**config.mk**
```make
export PLATFORM = sky130hd
export DESIGN_NAME = led_sequencer
export DESIGN_NICKNAME = d
export VERILOG_FILES = /design/src/rtl/led_seq_pkg.sv /design/src/rtl/led_pwm.sv /design/src/rtl/led_sequencer.sv
export SDC_FILE = /design/constraint.sdc
export NUM_CORES = 1
export LEC_CHECK = 0
export CAP_MARGIN = 0
export CORE_AREA = 10 10 92 94
export CTS_CLUSTER_DIAMETER = 80
export CTS_CLUSTER_SIZE = 20
export DETAILED_ROUTE_END_ITERATION = 10
export DIE_AREA = 0 0 102 104
export MAX_ROUTING_LAYER = met4
export PLACE_DENSITY_LB_ADDON = 0.25
export SKIP_LAST_GASP = 1
export SYNTH_ARGS = -nofsm -noshare
export SYNTH_HDL_FRONTEND = slang
export SYNTH_SLANG_ARGS = --single-unit
export TNS_END_PERCENT = 10
```
**constraint.sdc**
```tcl
create_clock -name clk -period 1.9 [get_ports clk]
set_input_delay 0.38 -clock clk [delete_from_list [all_inputs] [get_ports clk]]
set_output_delay 0.38 -clock clk [all_outputs]
set_load 0.05 [all_outputs]
```
**src/rtl/led_seq_pkg.sv**
```systemverilog
// led_seq_pkg
// Shared definitions for the LED sequencer: the pattern-mode encoding and the
// per-bit pattern decode used to build the LED vector from the position.
package led_seq_pkg;

  typedef enum logic [1:0] {
    MODE_ROT_L  = 2'd0,
    MODE_ROT_R  = 2'd1,
    MODE_BOUNCE = 2'd2,
    MODE_BAR    = 2'd3
  } led_mode_t;

  // Widest position value the decode accepts (NUM_LEDS up to 32 needs 6 bits).
  localparam int POS_MAX_W = 6;

  // Value of LED bit idx for a given position and mode. Rotate and bounce
  // modes light a single LED at pos; bar lights every LED below pos, so
  // pos == 0 is all-off and pos == N is all-on.
  function automatic logic led_bit(input int idx,
                                   input logic [POS_MAX_W-1:0] pos,
                                   input led_mode_t mode);
    logic lit;
    if (mode == MODE_BAR) lit = (idx < int'(pos));
    else                  lit = (idx == int'(pos));
    return lit;
  endfunction

endpackage

```
**src/rtl/led_pwm.sv**
```systemverilog
// led_pwm
// Free-running brightness counter with compare. gate is high while the
// counter is below brightness; an all-ones brightness forces gate high so
// full brightness is truly continuous rather than 15/16.
// Ports:
//   clk, rst_n   clock and async active-low reset
//   brightness   on-time compare value
//   gate         combinational enable for the LED outputs
module led_pwm #(
  parameter int PWM_WIDTH = 4
) (
  input  logic                 clk,
  input  logic                 rst_n,
  input  logic [PWM_WIDTH-1:0] brightness,
  output logic                 gate
);

  logic [PWM_WIDTH-1:0] count_q;

  always_ff @(posedge clk or negedge rst_n) begin
    if (!rst_n) count_q <= '0;
    else        count_q <= count_q + 1'b1;
  end

  assign gate = (&brightness) | (count_q < brightness);

endmodule

```
**src/rtl/led_sequencer.sv**
```systemverilog
// led_sequencer
// Parametrised LED pattern generator: rotate left/right, bounce and bar fill,
// advanced once every period+1 cycles while enable is high, with PWM dimming.
// Ports:
//   clk, rst_n   clock and async active-low reset
//   enable       advance the pattern while high (PWM keeps running when low)
//   mode         pattern select, see led_mode_t
//   period       step interval minus one, in clk cycles
//   brightness   PWM on-time compare value
//   leds         registered, PWM-gated pattern
//   step         one-cycle pulse when the pattern advances
//   cycle_done   one-cycle pulse with step when the pattern returns to start
module led_sequencer
  import led_seq_pkg::*;
#(
  parameter int NUM_LEDS  = 4,
  parameter int DIV_WIDTH = 24,
  parameter int PWM_WIDTH = 4
) (
  input  logic                 clk,
  input  logic                 rst_n,
  input  logic                 enable,
  input  logic [1:0]           mode,
  input  logic [DIV_WIDTH-1:0] period,
  input  logic [PWM_WIDTH-1:0] brightness,
  output logic [NUM_LEDS-1:0]  leds,
  output logic                 step,
  output logic                 cycle_done
);

  localparam int POS_W = $clog2(NUM_LEDS + 1);
  localparam logic [POS_W-1:0] POS_ZERO = '0;
  localparam logic [POS_W-1:0] POS_ONE  = POS_W'(1);
  localparam logic [POS_W-1:0] POS_LAST = POS_W'(NUM_LEDS - 1);
  localparam logic [POS_W-1:0] POS_PREV = POS_W'(NUM_LEDS - 2);
  localparam logic [POS_W-1:0] POS_FULL = POS_W'(NUM_LEDS);

  logic [DIV_WIDTH-1:0] div_q, div_d;
  logic [POS_W-1:0]     pos_q, pos_d;
  logic                 dir_q, dir_d;
  led_mode_t            mode_q, mode_d, mode_in;
  logic                 step_d, done_d;
  logic [NUM_LEDS-1:0]  leds_d;
  logic                 gate;

  led_pwm #(.PWM_WIDTH(PWM_WIDTH)) u_pwm (
    .clk        (clk),
    .rst_n      (rst_n),
    .brightness (brightness),
    .gate       (gate)
  );

  assign mode_in = led_mode_t'(mode);

  always_ff @(posedge clk or negedge rst_n) begin
    if (!rst_n) begin
      div_q      <= '0;
      pos_q      <= '0;
      dir_q      <= 1'b0;
      mode_q     <= MODE_ROT_L;
      step       <= 1'b0;
      cycle_done <= 1'b0;
      leds       <= '0;
    end else begin
      div_q      <= div_d;
      pos_q      <= pos_d;
      dir_q      <= dir_d;
      mode_q     <= mode_d;
      step       <= step_d;
      cycle_done <= done_d;
      leds       <= leds_d;
    end
  end

  always_comb begin
    div_d  = div_q;
    pos_d  = pos_q;
    dir_d  = dir_q;
    mode_d = mode_q;
    step_d = 1'b0;
    done_d = 1'b0;

    if (mode_in != mode_q) begin
      // Restart from the new mode's initial state, even while disabled.
      mode_d = mode_in;
      pos_d  = POS_ZERO;
      dir_d  = 1'b0;
      div_d  = '0;
    end else if (enable) begin
      if (div_q == period) begin
        div_d  = '0;
        step_d = 1'b1;
        case (mode_q)
          MODE_ROT_L: pos_d = (pos_q == POS_LAST) ? POS_ZERO : pos_q + POS_ONE;
          MODE_ROT_R: pos_d = (pos_q == POS_ZERO) ? POS_LAST : pos_q - POS_ONE;
          MODE_BOUNCE: begin
            if (!dir_q) begin
              if (pos_q == POS_LAST) begin
                dir_d = 1'b1;
                pos_d = POS_PREV;
              end else begin
                pos_d = pos_q + POS_ONE;
              end
            end else begin
              if (pos_q == POS_ZERO) begin
                dir_d = 1'b0;
                pos_d = POS_ONE;
              end else begin
                pos_d = pos_q - POS_ONE;
              end
            end
          end
          default: pos_d = (pos_q == POS_FULL) ? POS_ZERO : pos_q + POS_ONE;
        endcase
        // Every mode starts at pos 0. Bounce arrives at pos 0 still moving
        // down; the displayed pattern is back at start, so that counts.
        done_d = (pos_d == POS_ZERO);
      end else begin
        div_d = div_q + 1'b1;
      end
    end
  end

  always_comb begin
    leds_d = '0;
    for (int i = 0; i < NUM_LEDS; i++) begin
      leds_d[i] = led_bit(i, POS_MAX_W'(pos_q), mode_q) & gate;
    end
  end

endmodule

```
==> results.yml <==
# implementation run metrics
status:
  status: "completed"
worst_setup_path:
  r2r_setup_slack_ps: 30
  path_depth: 7
  crit_type: "reg -> reg"
  slowest_stage: "dfrtp_1"
  crit_path_cell_trace: "xor2_1 -> nor4_2 -> nand4_2 -> o31ai_4 -> buf_6 -> buf_8 -> nor2_2"
  r2r_start: "div_q[15]"
cells_and_area:
  area_delta_synth_final_pct: 39.4
  top_regs: "div_q: 24 flops, leds: 4 flops, u_pwm.count_q: 4 flops"
  num-nonclk-inverters: 9
  comb_area_frac: 0.458
  largest_reg_flops: 24
  num-clock-buffers: 6
  logic_area_um2: 1640
synthesis:
  synthArstFlopShare: 1.00
  synth.top_cell.area_share: 0.389
  ys_area_um2: 2570
  yosys.area.top_type: "dfrtp_1"
  ys_sh_aoi: 0.0822
  ys_types: 44
  synthXorXnorAreaFrac: 0.176
  synth.most_common_cell: "dfrtp_1"
timing:
  holdWs_ps: 81.6
  fin_ws_ps: 30.5
  setup_viol: 0
floorplan:
  fp_util: 0.385
  die_y_um: 104
clock_network:
  cts.clk_slew.worst_paths_ps: 80
  htree_num_levels: 2
  cts_buffers: 5
power_and_ir_drop:
  power.density_nw_per_um2: 473
  leakagePower_nw: 1.61
global_route:
  grt_start_max_net_pins: 27
  antenna_found_initial: 0
drt:
  drt_pass1_iterations: 4
  drtAntennaViolNets: 0
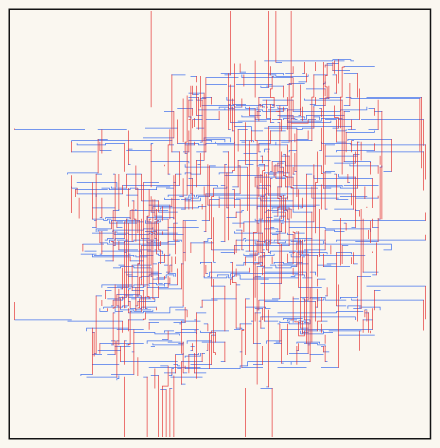
(routed metal, one color a layer)
Two of the layers only.
- blue: M1 (wire length 2840 um)
- red: M2 (wire length 3100 um)
final wirelength: 6420 um
DR WL/cell: 15.2 um
vias: 2120

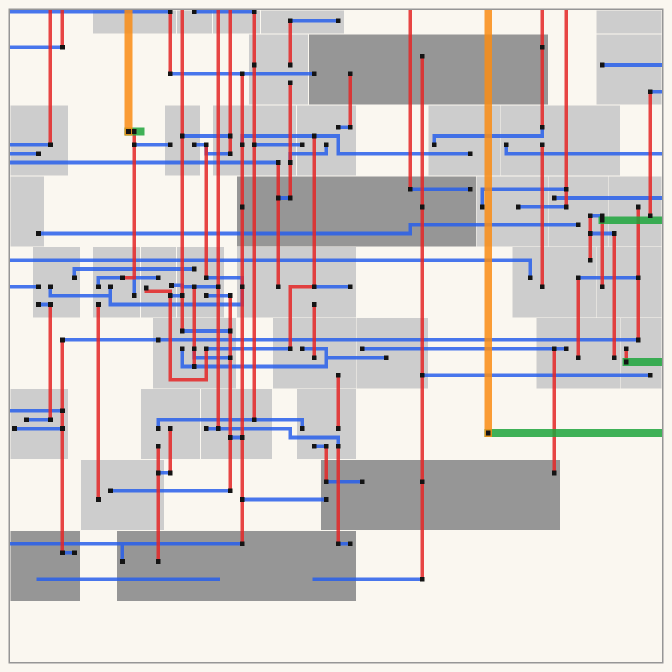
(close-up of the layout)
Window x 64 to 89, y 14 to 39 um. Cells in gray, sequential cells in the stronger gray; small squares are vias.
- red: M2
- orange: M4
- blue: M1
- green: M3
- cells with their middle in the window: 32
- netlist names of flops here include: `div_q` (4)
- most frequent: buf_4 (5)
- sequential cells in the window: 4

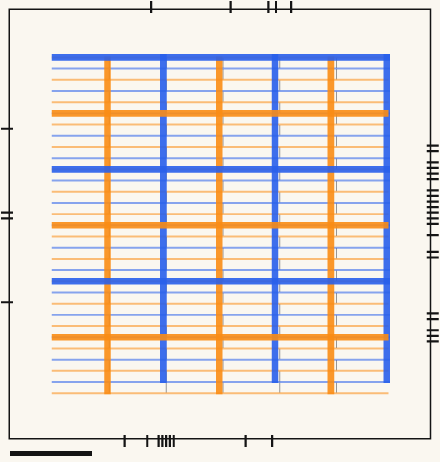
(PDN straps and rails)
The bar under the picture is 20 um long. Pins as bars on the die edge. Tap cells in gray.
- orange: VSS
- blue: VDD
- met4 straps: 6
- met5 straps: 6
- signal pins: 39
- met1 rails: 31
Worst VDD drop: 0.214 mV
Core ar.: 6680 um^2

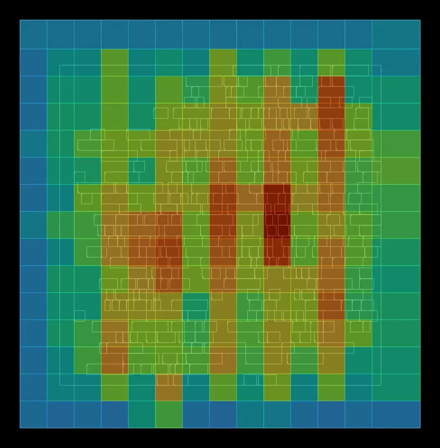
(routing congestion map)
Most Crowded Layer GR: met2
gr usage total: 0.128
M2 GR Usage: 0.199
M3 GR Usage: 0.0365

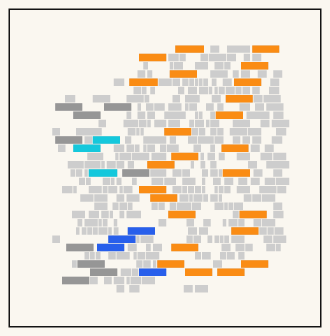
(register map, names as in the netlist)
Other sequential cells in the stronger gray, the rest of the logic in the fainter gray.
- blue: `u_pwm.count_q` (sequential cells 4; where south)
- cyan: `pos_q` (sequential cells 3)
- orange: `div_q` (sequential cells 24)
fin util: 0.536
Power Sequential: 0.000864 W
Register Area: 1000 um^2

Power is estimated from default activity; no workload was simulated.
